===== src/rtl/serial_borrow_subtractor.sv =====
// Bit-serial ripple-borrow subtractor: D = A - B - Bin, LSB first, one bit per clock.
// Define SERIAL_SUB_OVF_EN to add the signed-overflow output ovf.
module serial_borrow_subtractor #(
  parameter int WIDTH = 4
) (
  input  logic             clk,
  input  logic             rst_n,
  input  logic             start,
  input  logic [WIDTH-1:0] A,
  input  logic [WIDTH-1:0] B,
  input  logic             Bin,
  output logic             busy,
  output logic             done,
  output logic [WIDTH-1:0] D,
  output logic             Bout
`ifdef SERIAL_SUB_OVF_EN
  ,
  output logic             ovf
`endif
);

  localparam int CW = $clog2(WIDTH);
  localparam logic [CW-1:0] LAST = CW'(WIDTH - 1);

  typedef enum logic [1:0] {IDLE, RUN, DONE} state_t;

  state_t           state_reg, state_next;
  logic [WIDTH-1:0] a_sh_reg, b_sh_reg;
  logic [WIDTH-1:0] a_sh_next, b_sh_next;
  logic [CW-1:0]    cnt_reg;
  logic             br_reg;
  logic             d_bit, br_next;
  logic             accept, last_bit;

  // Full-subtractor cell on the current LSBs.
  assign d_bit   = a_sh_reg[0] ^ b_sh_reg[0] ^ br_reg;
  assign br_next = (~a_sh_reg[0] & b_sh_reg[0]) | (~(a_sh_reg[0] ^ b_sh_reg[0]) & br_reg);

  // The minuend register doubles as the result register: each difference bit
  // enters the MSB slot vacated by the right shift, so after WIDTH shifts it
  // holds the complete difference.
  genvar gi;
  generate
    for (gi = 0; gi < WIDTH - 1; gi++) begin : g_shift
      assign a_sh_next[gi] = a_sh_reg[gi+1];
      assign b_sh_next[gi] = b_sh_reg[gi+1];
    end
  endgenerate
  assign a_sh_next[WIDTH-1] = d_bit;
  assign b_sh_next[WIDTH-1] = 1'b0;

  always_ff @(posedge clk or negedge rst_n) begin
    if (!rst_n) begin
      state_reg <= IDLE;
    end else begin
      state_reg <= state_next;
    end
  end

  always_comb begin
    state_next = state_reg;
    busy       = 1'b0;
    done       = 1'b0;
    accept     = 1'b0;
    last_bit   = 1'b0;
    case (state_reg)
      IDLE: begin
        if (start) begin
          accept     = 1'b1;
          state_next = RUN;
        end
      end
      RUN: begin
        busy     = 1'b1;
        last_bit = (cnt_reg == LAST);
        if (last_bit) begin
          state_next = DONE;
        end
      end
      DONE: begin
        done = 1'b1;
        if (start) begin
          accept     = 1'b1;
          state_next = RUN;
        end else begin
          state_next = IDLE;
        end
      end
      default: state_next = IDLE;
    endcase
  end

  always_ff @(posedge clk or negedge rst_n) begin
    if (!rst_n) begin
      a_sh_reg <= '0;
      b_sh_reg <= '0;
      cnt_reg  <= '0;
      br_reg   <= 1'b0;
      D        <= '0;
      Bout     <= 1'b0;
`ifdef SERIAL_SUB_OVF_EN
      ovf      <= 1'b0;
`endif
    end else if (accept) begin
      a_sh_reg <= A;
      b_sh_reg <= B;
      br_reg   <= Bin;
      cnt_reg  <= '0;
    end else if (state_reg == RUN) begin
      a_sh_reg <= a_sh_next;
      b_sh_reg <= b_sh_next;
      br_reg   <= br_next;
      cnt_reg  <= cnt_reg + CW'(1);
      if (last_bit) begin
        D    <= a_sh_next;
        Bout <= br_next;
`ifdef SERIAL_SUB_OVF_EN
        // Borrow into the MSB differs from borrow out of it => signed overflow.
        ovf  <= br_reg ^ br_next;
`endif
      end
    end
  end

endmodule


===== config.mk =====
export PLATFORM = sky130hd
export DESIGN_NAME = serial_borrow_subtractor
export DESIGN_NICKNAME = d
export VERILOG_FILES = /design/src/rtl/serial_borrow_subtractor.sv
export SDC_FILE = /design/constraint.sdc
export NUM_CORES = 1
export LEC_CHECK = 0
export ABC_AREA = 1
export CORE_AREA = 5 5 66 68
export CTS_CLUSTER_DIAMETER = 100
export CTS_CLUSTER_SIZE = 24
export DETAILED_ROUTE_END_ITERATION = 10
export DIE_AREA = 0 0 71 73
export PLACE_DENSITY = 0.41
export RECOVER_POWER = 25
export SETUP_SLACK_MARGIN = 0.02
export SKIP_LAST_GASP = 1
export SYNTH_ARGS = -nofsm -noshare
export SYNTH_HDL_FRONTEND = slang
export SYNTH_SLANG_ARGS = --single-unit

===== constraint.sdc =====
create_clock -name clk -period 3.8 [get_ports clk]
set_clock_uncertainty 0.2 [all_clocks]
set_input_delay 0.57 -clock clk [delete_from_list [all_inputs] [get_ports clk]]
set_output_delay 0.57 -clock clk [all_outputs]
set_load 0.01 [all_outputs]

==> out/qor.yml, run 1 <==
logic_synthesis:
  syn-num-nets: 112
  ys_cells: 98
  post_syn_instances: 98
  postSynth.topFlopCell: "sky130_fd_sc_hd__dfrtp_1"
  avg_cell_area_syn_sq_um: 8.899
  yosysTopAreaCell: "sky130_fd_sc_hd__dfrtp_1"
floorplanning:
  floorplan.rows: 23
pwr:
  comb_cell_power_w: 0.000405
  cellLeakagePower_nw: 0.5467
  p_clk_share_pct: 17.5
  top_power_group: "combinational cells"
  pg_clk_w: 0.000160
  power.share.sequential_pct: 38.4
timing:
  report.final.setup_viol: 0
  fin_crit_ns: 2.317
  grt_setup_unrepaired: "false"
  timing.setup.tns_ns: 0
  hold_viol_final: 0
  fin_ws_ns: 1.483
  report.final.slew_viol_count: 0
  timing.final.crit_share_pct: 60.97
global_route:
  grt_util_met3_pct: 1.377
  grt_max_degree: 19
  first_global_vias: 706
  globalRouteTotalUtil_pct: 8.353
  gr-max-usage-layer: "met2"
finish:
  finalInstanceArea_sq_mm: 0.001119
  final_layout_top_logic_cells: "41 x sky130_fd_sc_hd__nand2_1, 19 x sky130_fd_sc_hd__nand3_1, 18 x sky130_fd_sc_hd__dfrtp_1"
  syn_to_final_growth_pct: 28.26
  layoutNonFillerInstCount: 168
setup_path:
  worst-r2r-cell-count: 5
  worstSetupEndpointType: "output port"
  cp_data_arrival_time_ns: 1.55
  critPathCapture: "busy"
  timing.rr.end: "Bout$_DFFE_PN0P_"
  reg2reg_from: "state_reg[1]$_DFFE_PN0P_"
  cp_data_required_time_ns: 3.03
detailed_routing:
  drc_violation_total_after_the_first_tritonroute_iteration: 51
  route.detailed.drc: 0
  avgRoutedWirePerCell_microns: 11.45
placement:
  detailed_place_hpwl_microns: 1395
  placement.cell_area_sq_mm: 0.001086
run_status:
  outcome: "finished, final reports clean"
clocking:
  cts_setup_buffers: 0
  htree_num_levels: 1
  cts_num_sinks: 18
  post_cts_resize_count: 0
flow_run:
  warnings: 26
worst_hold_path:
  min_from: "D[1]$_DFFE_PN0P_"
  hold_path.class: "flop to flop"
[run 1: logic make-up after synthesis]
group,after synthesis,share of synthesized area (%)
flops,18,51.65
buf+inv,11,7.172
compound gates,2,1.148
simple gates,65,36.30
fa+ha+maj,2,3.730
[run 1: critical path: stages, from the launching register on]
cell	delay [ns]
sky130_fd_sc_hd__dfrtp_1	0.45
sky130_fd_sc_hd__inv_2	0.10
sky130_fd_sc_hd__nor2_8	0.17
sky130_fd_sc_hd__clkdlybuf4s50_1	0.57
[run 1: area by class of cell]
| cell class | instances | area [sq um] |
|---|---|---|
| fillers | 425 | 2680 |
| flip-flops and latches | 18 | 450.4 |
| multi-input cells | 69 | 336.6 |
| repair buffers | 18 | 180.2 |
| well taps | 50 | 62.56 |
| clock buffers | 4 | 55.05 |
| inverters | 9 | 33.78 |
==> run_1/port_trees.png <==
Bar = 20 microns.
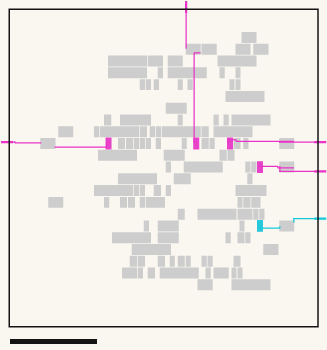
Key: cyan = done [bits 1, direction output, edge right, end cells 1, wire 10.6 microns]; magenta = A [bits 4, direction input, edge 2 right, 1 left, 1 top, end cells 4, wire 92.6 microns]
I/O pin total: 19
count of input and output buffers: 18

==> run_1/ff_map.png <==
Bar = 20 microns. Other sequential cells in the stronger grey, the rest of the logic in the fainter grey.
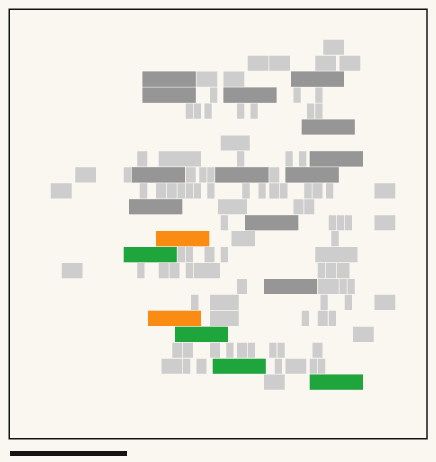
Key: orange = cnt_reg [flops 2]; green = b_sh_reg [flops 4, where bottom middle]
end-of-flow core utilization: 29.45%
Reg area: 450.4 sq um

==> run_1/util_map.png <==
Bar = 20 microns. 7 x 7 tiles, from white (low) to dark blue (high), 0 to 100% covered.
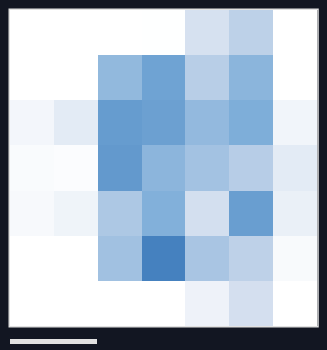
The fullest tile reaches 67%. The densest ninth of the die: middle. The mean over all tiles is 20%. The emptiest ninth of the die: bottom left. 33% of the tiles are nearly empty.
Placeable Area: 0.003799 sq mm
starting density of the core: 22.96%

==> run 2: changes to the inputs <==
--- a/config.mk
+++ b/config.mk
@@ -11,7 +11,7 @@
 export CTS_CLUSTER_SIZE = 24
 export DETAILED_ROUTE_END_ITERATION = 10
 export DIE_AREA = 0 0 71 73
-export PLACE_DENSITY = 0.41
+export PLACE_DENSITY = 0.42
 export RECOVER_POWER = 25
 export SETUP_SLACK_MARGIN = 0.02
 export SKIP_LAST_GASP = 1
==> constraint.sdc (replaced) <==
create_clock -name clk -period 2 [get_ports clk]
set_clock_uncertainty 0.2 [all_clocks]
set_input_delay 0.3 -clock clk [delete_from_list [all_inputs] [get_ports clk]]
set_output_delay 0.3 -clock clk [all_outputs]
set_load 0.01 [all_outputs]
==> run_2/floorplan.png <==
Bar = 20 microns. Pins as bars on the die edge. Tap cells in grey.
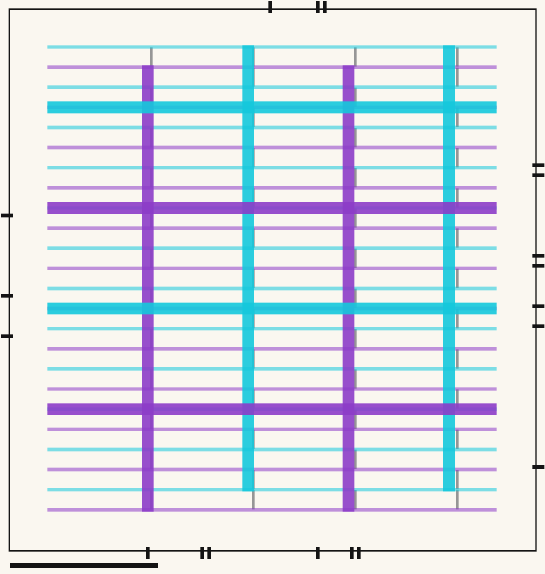
Key: cyan = VDD; purple = VSS
50 tap cells. 4 straps on met4. 4 straps on met5.
Max IR drop VDD: 0.3157 mV
die extent in x: 71 microns

==> run 2 against run 1 <==
  * Via count fell by 0.57%
  * Global-route usage rose by 0.34 points
  * Clock-buffer cell count fell by 1
  * Die size did not move
  * Total power rose by 94%
  * Synthesized cell count did not move
  * Setup slack got worse by 1.3 ns
  * Register-to-register slack got worse by 1.5 ns
  * Combinational power rose by 110%
  * Worst hold slack got worse by 0.0021 ns
  * Critical path type unchanged
  * Largest power group unchanged
  * Highest routed layer unchanged
==> out/qor.yml, run 2 <==
run_status:
  outcome: "finished, final reports clean"
logic_synthesis:
  simple_gate_share_pct: 36.30
  adder_share_pct: 3.730
  syn-num-nets: 112
  synthAoiAreaFrac_pct: 1.148
  yosysTopAreaCell: "sky130_fd_sc_hd__dfrtp_1"
  topCombFamilyByArea: "simple AND/OR/NAND/NOR gates"
  avg_cell_area_syn_sq_um: 8.899
  ys_cells: 98
pwr:
  p_clk_share_pct: 14.1
  pg_clk_w: 0.000251
  top_power_group: "combinational cells"
timing:
  fin_crit_ns: 1.859
  grt_setup_unrepaired: "false"
  report.final.slew_viol_count: 0
  timing.final.crit_share_pct: 92.96
  report.final.setup_viol: 0
  timing.setup.tns_ns: 0
flow_run:
  warnings: 26
finish:
  finish.utilization_pct: 30.70
  seq_cell_count: 18
  layoutNonFillerInstCount: 172
  layout.buffer.nonclock.area_share_pct: 18.56
  combinational_gates: 69
  seqCellArea_sq_um: 452.9
  finalInstanceArea_sq_mm: 0.001166
  clock_buffer_count: 3
  final_layout_top_logic_cells: "39 x sky130_fd_sc_hd__nand2_1, 19 x sky130_fd_sc_hd__nand3_1, 16 x sky130_fd_sc_hd__dfrtp_1, 16 x sky130_fd_sc_hd__clkdlybuf4s50_1, 8 x sky130_fd_sc_hd__inv_1"
  combGateArea_sq_um: 359.1
  final.signal_inverter_count: 9
  comb_area_share_pct: 30.79
detailed_routing:
  route.detailed.drc: 0
setup_path:
  worstPathBufferInverterCount: 2
  worstSetupEndpointType: "output port"
global_route:
  grt_max_degree: 19
  gr-max-usage-layer: "met2"
  globalRouteTotalUtil_pct: 8.691
placement:
  io_buffer_count: 18
  placement.cell_area_sq_mm: 0.001116
floorplanning:
  initial_core_util_pct: 22.96
  fp.coreArea_sq_mm: 0.003799
  io_pins: 19
clocking:
  htree_num_levels: 1
==> run_2/port_trees.png <==
Bar = 20 microns.
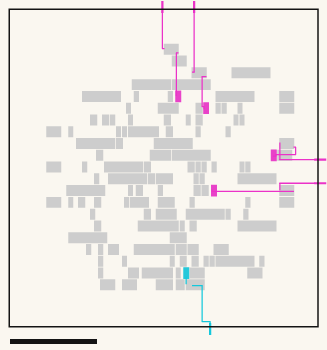
Key: magenta = A [bits 4, direction input, edge 2 top, 2 right, end cells 4, wire 91.3 microns]; cyan = done [bits 1, direction output, edge bottom, end cells 1, wire 14.8 microns]

## run 2: cell counts after synthesis
No cell type changed its count.
## run 2: final timing paths
check	startpoint	to	slack, ns	cells past startpoint
max	state_reg[0]$_DFFE_PN0P_	busy	0.14	3
min	D[2]$_DFFE_PN0P_	D[2]$_DFFE_PN0P_	0.27	2
max reg2reg	a_sh_reg[0]$_DFFE_PN0P_	a_sh_reg[3]$_DFFE_PN0P_	0.58	3
min reg2reg	D[2]$_DFFE_PN0P_	D[2]$_DFFE_PN0P_	0.27	2
max in group asynchronous	rst_n	state_reg[1]$_DFFE_PN0P_	0.41	2
min in group asynchronous	rst_n	b_sh_reg[3]$_DFFE_PN0P_	0.52	2
==> run 3: changes to the inputs <==
--- a/config.mk
+++ b/config.mk
@@ -6,11 +6,12 @@
 export NUM_CORES = 1
 export LEC_CHECK = 0
 export ABC_AREA = 1
-export CORE_AREA = 5 5 66 68
+export CORE_AREA = 2 2 63 65
 export CTS_CLUSTER_DIAMETER = 100
 export CTS_CLUSTER_SIZE = 24
 export DETAILED_ROUTE_END_ITERATION = 10
-export DIE_AREA = 0 0 71 73
+export DIE_AREA = 0 0 65 67
+export GPL_TIMING_DRIVEN = 1
 export PLACE_DENSITY = 0.42
 export RECOVER_POWER = 25
 export SETUP_SLACK_MARGIN = 0.02
==> run_3/util_map.png <==
Bar = 20 microns. 6 x 7 tiles, from white (low) to dark blue (high), 0 to 100% covered.
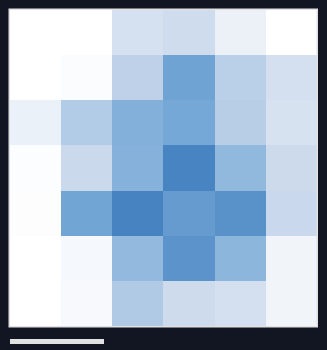
The fullest tile reaches 66%. The mean over all tiles is 26%. The emptiest ninth of the die: top left. The densest ninth of the die: middle. 19% of the tiles are nearly empty.
end-of-flow core utilization: 32.44%
starting density of the core: 24.18%
Placeable Area: 0.003606 sq mm

==> run 3 against run 2 <==
  * Fmax is 14% higher
  * Clock power is 16% higher
  * Worst hold slack hardly changed
  * Final area is 0.32% higher
  * Sequential power is 2% lower
  * Combinational power hardly changed
  * Critical path depth is 2 lower
  * Total power is 1.6% higher
  * Non-clock buffer count is 1 lower
  * First-iteration DRC count is 61% lower
  * Synthesized area stayed put
  * Core utilization is 1.7 points higher
  * Largest cell class unchanged
==> out/qor.yml, run 3 <==
finish:
  seqCellArea_sq_um: 450.4
  clockNetworkAreaShare_pct: 4.706
  finalInstanceArea_sq_mm: 0.001170
  seq_cell_count: 18
  sh_seq_area_pct: 38.50
  clock_buffer_count: 4
  layout.cells.largest_class: "flip-flops and latches"
  combGateArea_sq_um: 359.1
  syn_to_final_growth_pct: 34.15
  layout.buffer.nonclock.area_share_pct: 18.07
  final_layout_top_logic_cells: "39 x sky130_fd_sc_hd__nand2_1, 19 x sky130_fd_sc_hd__nand3_1, 18 x sky130_fd_sc_hd__dfrtp_1"
  final.signal_inverter_count: 9
  layout.non_clock_buffers: 22
  layout.filler_cells: 381
setup_path:
  reg2reg_from: "a_sh_reg[0]$_DFFE_PN0P_"
  timing.rr.end: "a_sh_reg[3]$_DFFE_PN0P_"
  slowest_delay_ns: 0.53
  worstPathBufferInverterCount: 1
  crit_path_cell_trace: "clkdlybuf4s50_1"
  worst-r2r-cell-count: 3
  worstSetupEndpointType: "output port"
  timing.critical_path.max_delay_family: "buffers and inverters"
  cp.depth: 1
detailed_routing:
  route.detailed.drc: 0
  drc_violation_total_after_the_first_tritonroute_iteration: 9
  avgRoutedWirePerCell_microns: 11.06
global_route:
  grt_max_degree: 19
  globalRouteTotalUtil_pct: 10.21
  first_global_vias: 756
  grt_util_met3_pct: 1.858
  gr-max-usage-layer: "met2"
timing:
  fin_ws_ns: 0.3655
  report.final.slew_viol_count: 0
  timing.final.crit_share_pct: 81.73
  timing.setup.tns_ns: 0
  report.final.setup_viol: 0
  fin_crit_ns: 1.635
worst_hold_path:
  hold_path.class: "flop to flop"
  timing.hold.worst_path_depth: 2
  min_from: "D[1]$_DFFE_PN0P_"
pwr:
  cellLeakagePower_nw: 0.5959
  p_clk_share_pct: 16.0
logic_synthesis:
  avg_cell_area_syn_sq_um: 8.899
  ys_cells: 98
flow_run:
  warnings: 27
placement:
  detailed_place_hpwl_microns: 1418
  io_buffer_count: 18
floorplanning:
  tap-cell-count: 48
  floorplan.rows: 22
run_status:
  outcome: "finished, final reports clean"
clocking:
  cts_setup_buffers: 0
  cts_num_sinks: 18
==> run_3/port_trees.png <==
Bar = 20 microns.
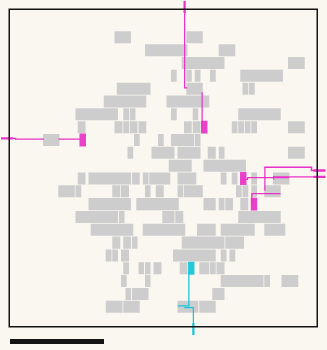
Key: magenta = A [bits 4, direction input, edge 2 right, 1 left, 1 top, end cells 4, wire 79.6 microns]; cyan = done [bits 1, direction output, edge bottom, end cells 1, wire 14.8 microns]

-- run 3: cell counts after synthesis --
No cell type changed its count.
-- run 3: power by group through the flow --
stage / Combinational, W / Clock (W) / Sequential (W)
3_5_place_dp: 0.000886 / 0 / 0.000666
4_1_cts: 0.000889 / 0.000300 / 0.000662
2_1_floorplan: 0.000557 / 0 / 0.000683
6_report: 0.000861 / 0.000291 / 0.000660
3_3_place_gp: 0.000877 / 0 / 0.000661
5_1_grt: 0.000990 / 0.000324 / 0.000680
-- run 3: logic make-up (layout without fill, tap and decap cells) --
family / Yosys count / in the layout / share of synthesized area (%)
buf+inv: 11 / 35 / 7.172
flops: 18 / 18 / 51.65
simple gates: 65 / 65 / 36.30
compound gates: 2 / 2 / 1.148
fa+ha+maj: 2 / 2 / 3.730

==> screenshots <==
Cell outlines without signal wires.
Plate I
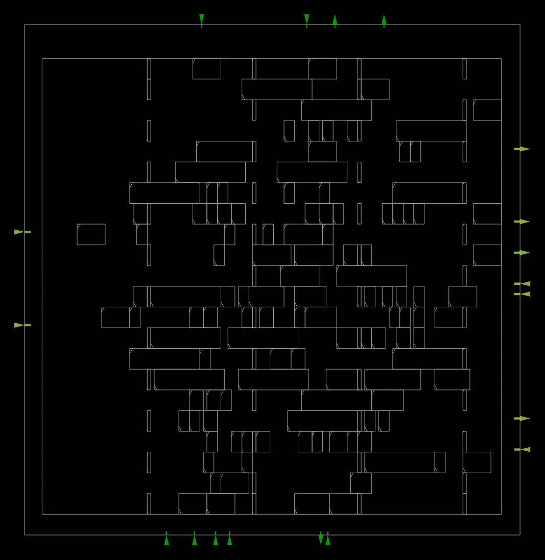
Plate II
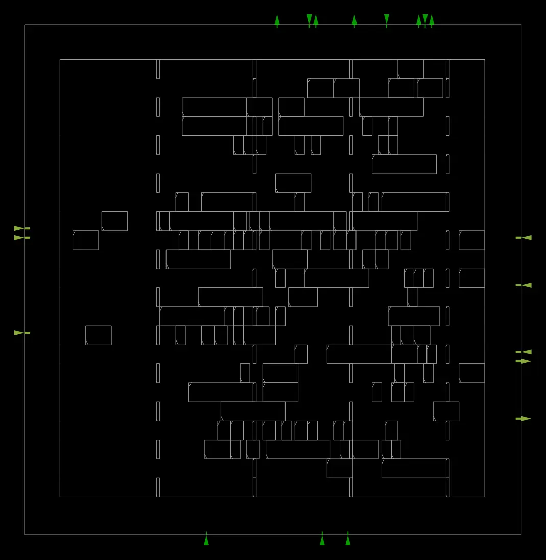
Plate III
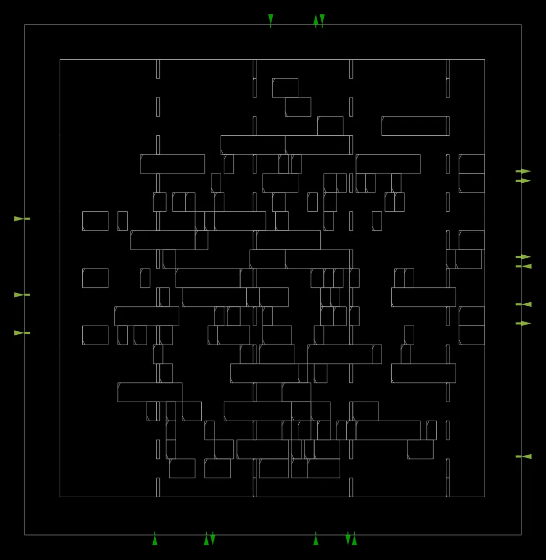
Plate III comes from run 2.
Plate I comes from run 3.
Plate II comes from run 1.

Power and IR drop assume default switching activity.
